### src/rtl/serializer_arbiter.sv
// serializer_arbiter: round-robin arbiter sharing one 8-bit framing serializer among N requesters,
// with a watchdog that resets the serializer when a frame never completes.
module serializer_arbiter #(
  parameter int N = 4,
  parameter int TIMEOUT = 32
) (
  input  logic           clock,
  input  logic           reset,
  input  logic [N-1:0]   req,
  input  logic [8*N-1:0] req_data,
  output logic [N-1:0]   ack,
  output logic [N-1:0]   grant,
  output logic           busy,
  output logic           timeout_err,
  output logic [7:0]     ser_data,
  output logic           ser_load,
  output logic           ser_reset,
  input  logic           ser_ready
);
  localparam int LW = $clog2(N);
  localparam int CW = $clog2(TIMEOUT);
  typedef enum logic [2:0] {IDLE, LOAD, WAIT_START, WAIT_DONE, RECOVER} state_t;
  state_t state, state_n;
  logic [LW-1:0] last, win;
  logic [N-1:0] win_oh;
  logic [2*N-1:0] rot;
  logic [CW-1:0] cnt;
  logic expired;
  int off;
  // rotate requests so bit 0 is the requester just after the last winner
  always_comb begin
    rot = {req, req} >> (int'(last) + 1);
    off = 0;
    for (int i = N - 1; i >= 0; i--) if (rot[i]) off = i;
    win = LW'((int'(last) + 1 + off) % N);
  end
  assign win_oh = N'(1) << win;
  assign expired = cnt == CW'(TIMEOUT - 1);
  always_comb begin
    state_n = state;
    case (state)
      IDLE:       state_n = ser_ready && |req ? LOAD : IDLE;
      LOAD:       state_n = WAIT_START;
      WAIT_START: state_n = expired ? RECOVER : !ser_ready ? WAIT_DONE : WAIT_START;
      WAIT_DONE:  state_n = ser_ready ? IDLE : expired ? RECOVER : WAIT_DONE;
      default:    state_n = IDLE;
    endcase
  end
  always_ff @(posedge clock) begin
    if (reset) begin
      state       <= IDLE;
      last        <= LW'(N - 1);
      grant       <= '0;
      ack         <= '0;
      ser_load    <= 1'b0;
      ser_data    <= 8'h00;
      cnt         <= '0;
      timeout_err <= 1'b0;
    end else begin
      state    <= state_n;
      ack      <= '0;
      ser_load <= 1'b0;
      cnt      <= (state == WAIT_START || state == WAIT_DONE) ? cnt + 1'b1 : '0;
      if (state == IDLE && state_n == LOAD) begin
        grant    <= win_oh;
        ack      <= win_oh;
        ser_load <= 1'b1;
        ser_data <= req_data[8*win +: 8];
        last     <= win;
      end
      if (state_n == RECOVER) timeout_err <= 1'b1;
      if (state_n == RECOVER || (state == WAIT_DONE && state_n == IDLE)) grant <= '0;
    end
  end
  assign busy = state != IDLE;
  assign ser_reset = reset | (state == RECOVER);
endmodule

### config.mk
export PLATFORM = sky130hd
export DESIGN_NAME = serializer_arbiter
export DESIGN_NICKNAME = d
export VERILOG_FILES = /design/src/rtl/serializer_arbiter.sv
export SDC_FILE = /design/constraint.sdc
export NUM_CORES = 1
export LEC_CHECK = 0
export CAP_MARGIN = 20
export CORE_MARGIN = 2
export CORE_UTILIZATION = 46
export CTS_CLUSTER_SIZE = 24
export DETAILED_ROUTE_END_ITERATION = 10
export PLACE_DENSITY_LB_ADDON = 0.25
export SYNTH_ARGS = -nofsm -noshare
export SYNTH_HDL_FRONTEND = slang
export SYNTH_SLANG_ARGS = --single-unit
### constraint.sdc
create_clock -name clock -period 8.9 [get_ports clock]
set_input_delay 1.78 -clock clock [delete_from_list [all_inputs] [get_ports clock]]
set_output_delay 1.78 -clock clock [all_outputs]
set_load 0.02 [all_outputs]
Figure 1. Clock wires, drivers and flops.
(8 px per um)
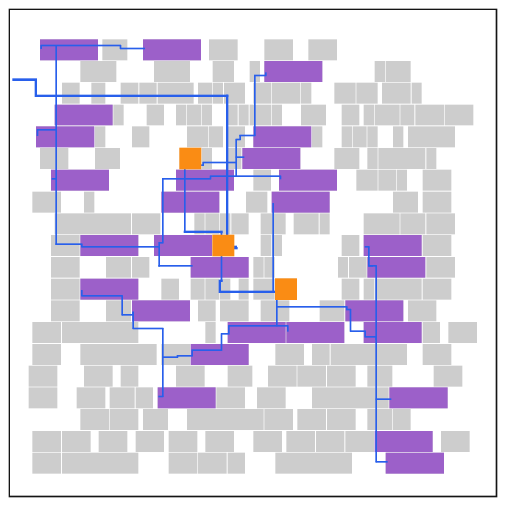
[cells driving clock nets] orange | count: 3
[clock wires] blue | length: 301 um
[flip-flops] purple | count: 28
routed clock nets: 4
flops lie: spread over the die
Insertion Delay late pin: 0.32 ns
clock network fraction of total power: 0.141
clock network power consumption: 0.0502 mW
clock tree skew after final layout: 0.00540 ns

==> impl_report.txt <==
RUN METRICS
----------------------------------------------------
[Final timing]
  Final-report hold violation count ........................ 0
  Portion of the clock cycle consumed by the worst path in the final layout ........................ 0.591
  Worst max-slew margin expressed relative to the limit ........................ 0.455
  Achievable clock frequency ........................ 190 MHz
  Minimum period implied by the final worst setup slack ........................ 5.26 ns
  Total count of max-transition violations in the final report ........................ 0
  Setup-violating endpoint count in the final report ........................ 0

[Synthesis]
  Netlist area before placement ........................ 1480 um2
  Number of library cell types mapped by synthesis ........................ 40
  Synth top area share ........................ 0.379
  Top comb family, area ........................ simple AND/OR/NAND/NOR gates
  Fraction of registers with async set or reset after synthesis ........................ 0
  Mux frac, synth ........................ 0.142
  Count of synthesis-stage warnings from yosys ........................ 0
  Most used standard cell by instance count after synthesis ........................ dfxtp_1
  Mean cell area of the mapped netlist ........................ 10.1 um2
  Synthesized-area fraction occupied by ao, oa, aoi and oai cells ........................ 0.160
  Yosys stat area ........................ 1480 um2
  Register area share after synthesis ........................ 0.379
  Yosys simple share ........................ 0.202
  Top flip-flop cell by instance count after synthesis ........................ dfxtp_1

[Final layout]
  Final net count ........................ 244
  Antenna diodes ........................ 0
  Layout non-clock buf frac ........................ 0.279
  Non-clock buffers ........................ 58
  Final Core Density ........................ 0.683
  Layout clock buffers ........................ 3
  Portion of the layout cell area used by clock cells ........................ 0.0108
  Top flop regs ........................ ser_data (8), cnt (5)
  Layout Area Growth over Synthesis ........................ 40.8%
  Fraction of area in multi-input gates ........................ 0.406
  Invs w/o clock ........................ 5
  Number of combinational gates with multiple inputs ........................ 105

[Job]
  OpenROAD warning count ........................ 27
  Max-cap check violation count ........................ 0

[Pwr]
  P_leak ........................ 0.819 nW
  Internal Dissipation ........................ 0.239 mW
  Switching share of power ........................ 0.325
  Net switching power ........................ 0.115 mW
  Sequential Power ........................ 0.149 mW
  Total Power ........................ 0.355 mW

[Global route]
  Global-route met2 utilization ........................ 0.343
  Initial antenna violation count ........................ 0
  GRT Max-Usage Layer ........................ met2
  Gr usage total ........................ 0.190
  Met1 usage in global routing ........................ 0.211
  Total overflow reported by the global router ........................ 0
  Largest net degree at the start of global routing ........................ 24
  Via count of the first global-routing pass ........................ 1278

[CTS]
  Buffer count from post-CTS setup fixing ........................ 0
  Buffer depth of the longest clock path ........................ 2
  Worst-path clk slew ........................ 0.13 ns

[Placement]
  DP Cell Count ........................ 240
  Number of port buffers ........................ 58
  Post-DP HPWL ........................ 2460 um

[Critical path]
  Required @ worst endpoint ........................ 7.12 ns
  CP endpoint kind ........................ output pin
  WP data arrival ........................ 3.48 ns

[Detailed routing]
  First-pass iteration count of the detailed router ........................ 4
  Post-DR vias/cell ........................ 5.48
  Post-route antenna net violation count ........................ 0

[Die]
  Floorplan-stage core utilization ........................ 0.485
  Tap cell count ........................ 44
  Die Area ........................ 3690 um2
  Die Ht ........................ 60.7 um

[Run status]
  Run status ........................ finished, final reports clean

----------------------------------------------------
Figure 2. Gate families picked out.
(6 px per um)
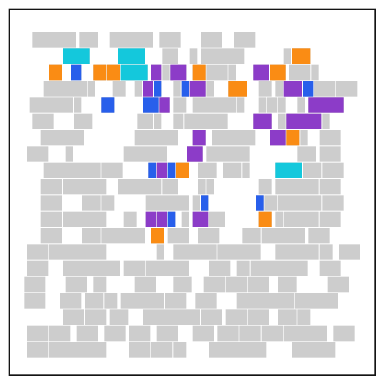
| family | colour | cells |
|---|---|---|
| AND and OR gates | orange | 11 |
| inverting AOI/OAI gates | purple | 17 |
| adder and majority cells | cyan | 4 |
| NAND gates | blue | 11 |

[path summary, 6_finish.rpt]
| path | startpoint | end | slack (ns) | cells after the start |
|---|---|---|---|---|
| max | reset | ser_reset | 3.64 | 3 |
| max reg2reg | last[0]$_SDFFE_PP1P_ | ser_data[1]$_SDFFE_PP0P_ | 5.85 | 9 |
| min reg2reg | cnt[0]$_SDFF_PP0_ | cnt[0]$_SDFF_PP0_ | 0.46 | 1 |
| min | cnt[0]$_SDFF_PP0_ | cnt[0]$_SDFF_PP0_ | 0.46 | 1 |
[critical path: stages]
cell and delay (ns):
clkdlybuf4s50_1 0.97, a21o_1 0.14, clkdlybuf4s50_1 0.59
[layer usage]
layer / vias to the layer above / wire (um)
met5: - / 0
met4: 0 / 82
met3: 10 / 189
met2: 47 / 1720
met1: 633 / 1320
li1: 641 / -
Power and IR drop assume default switching activity.
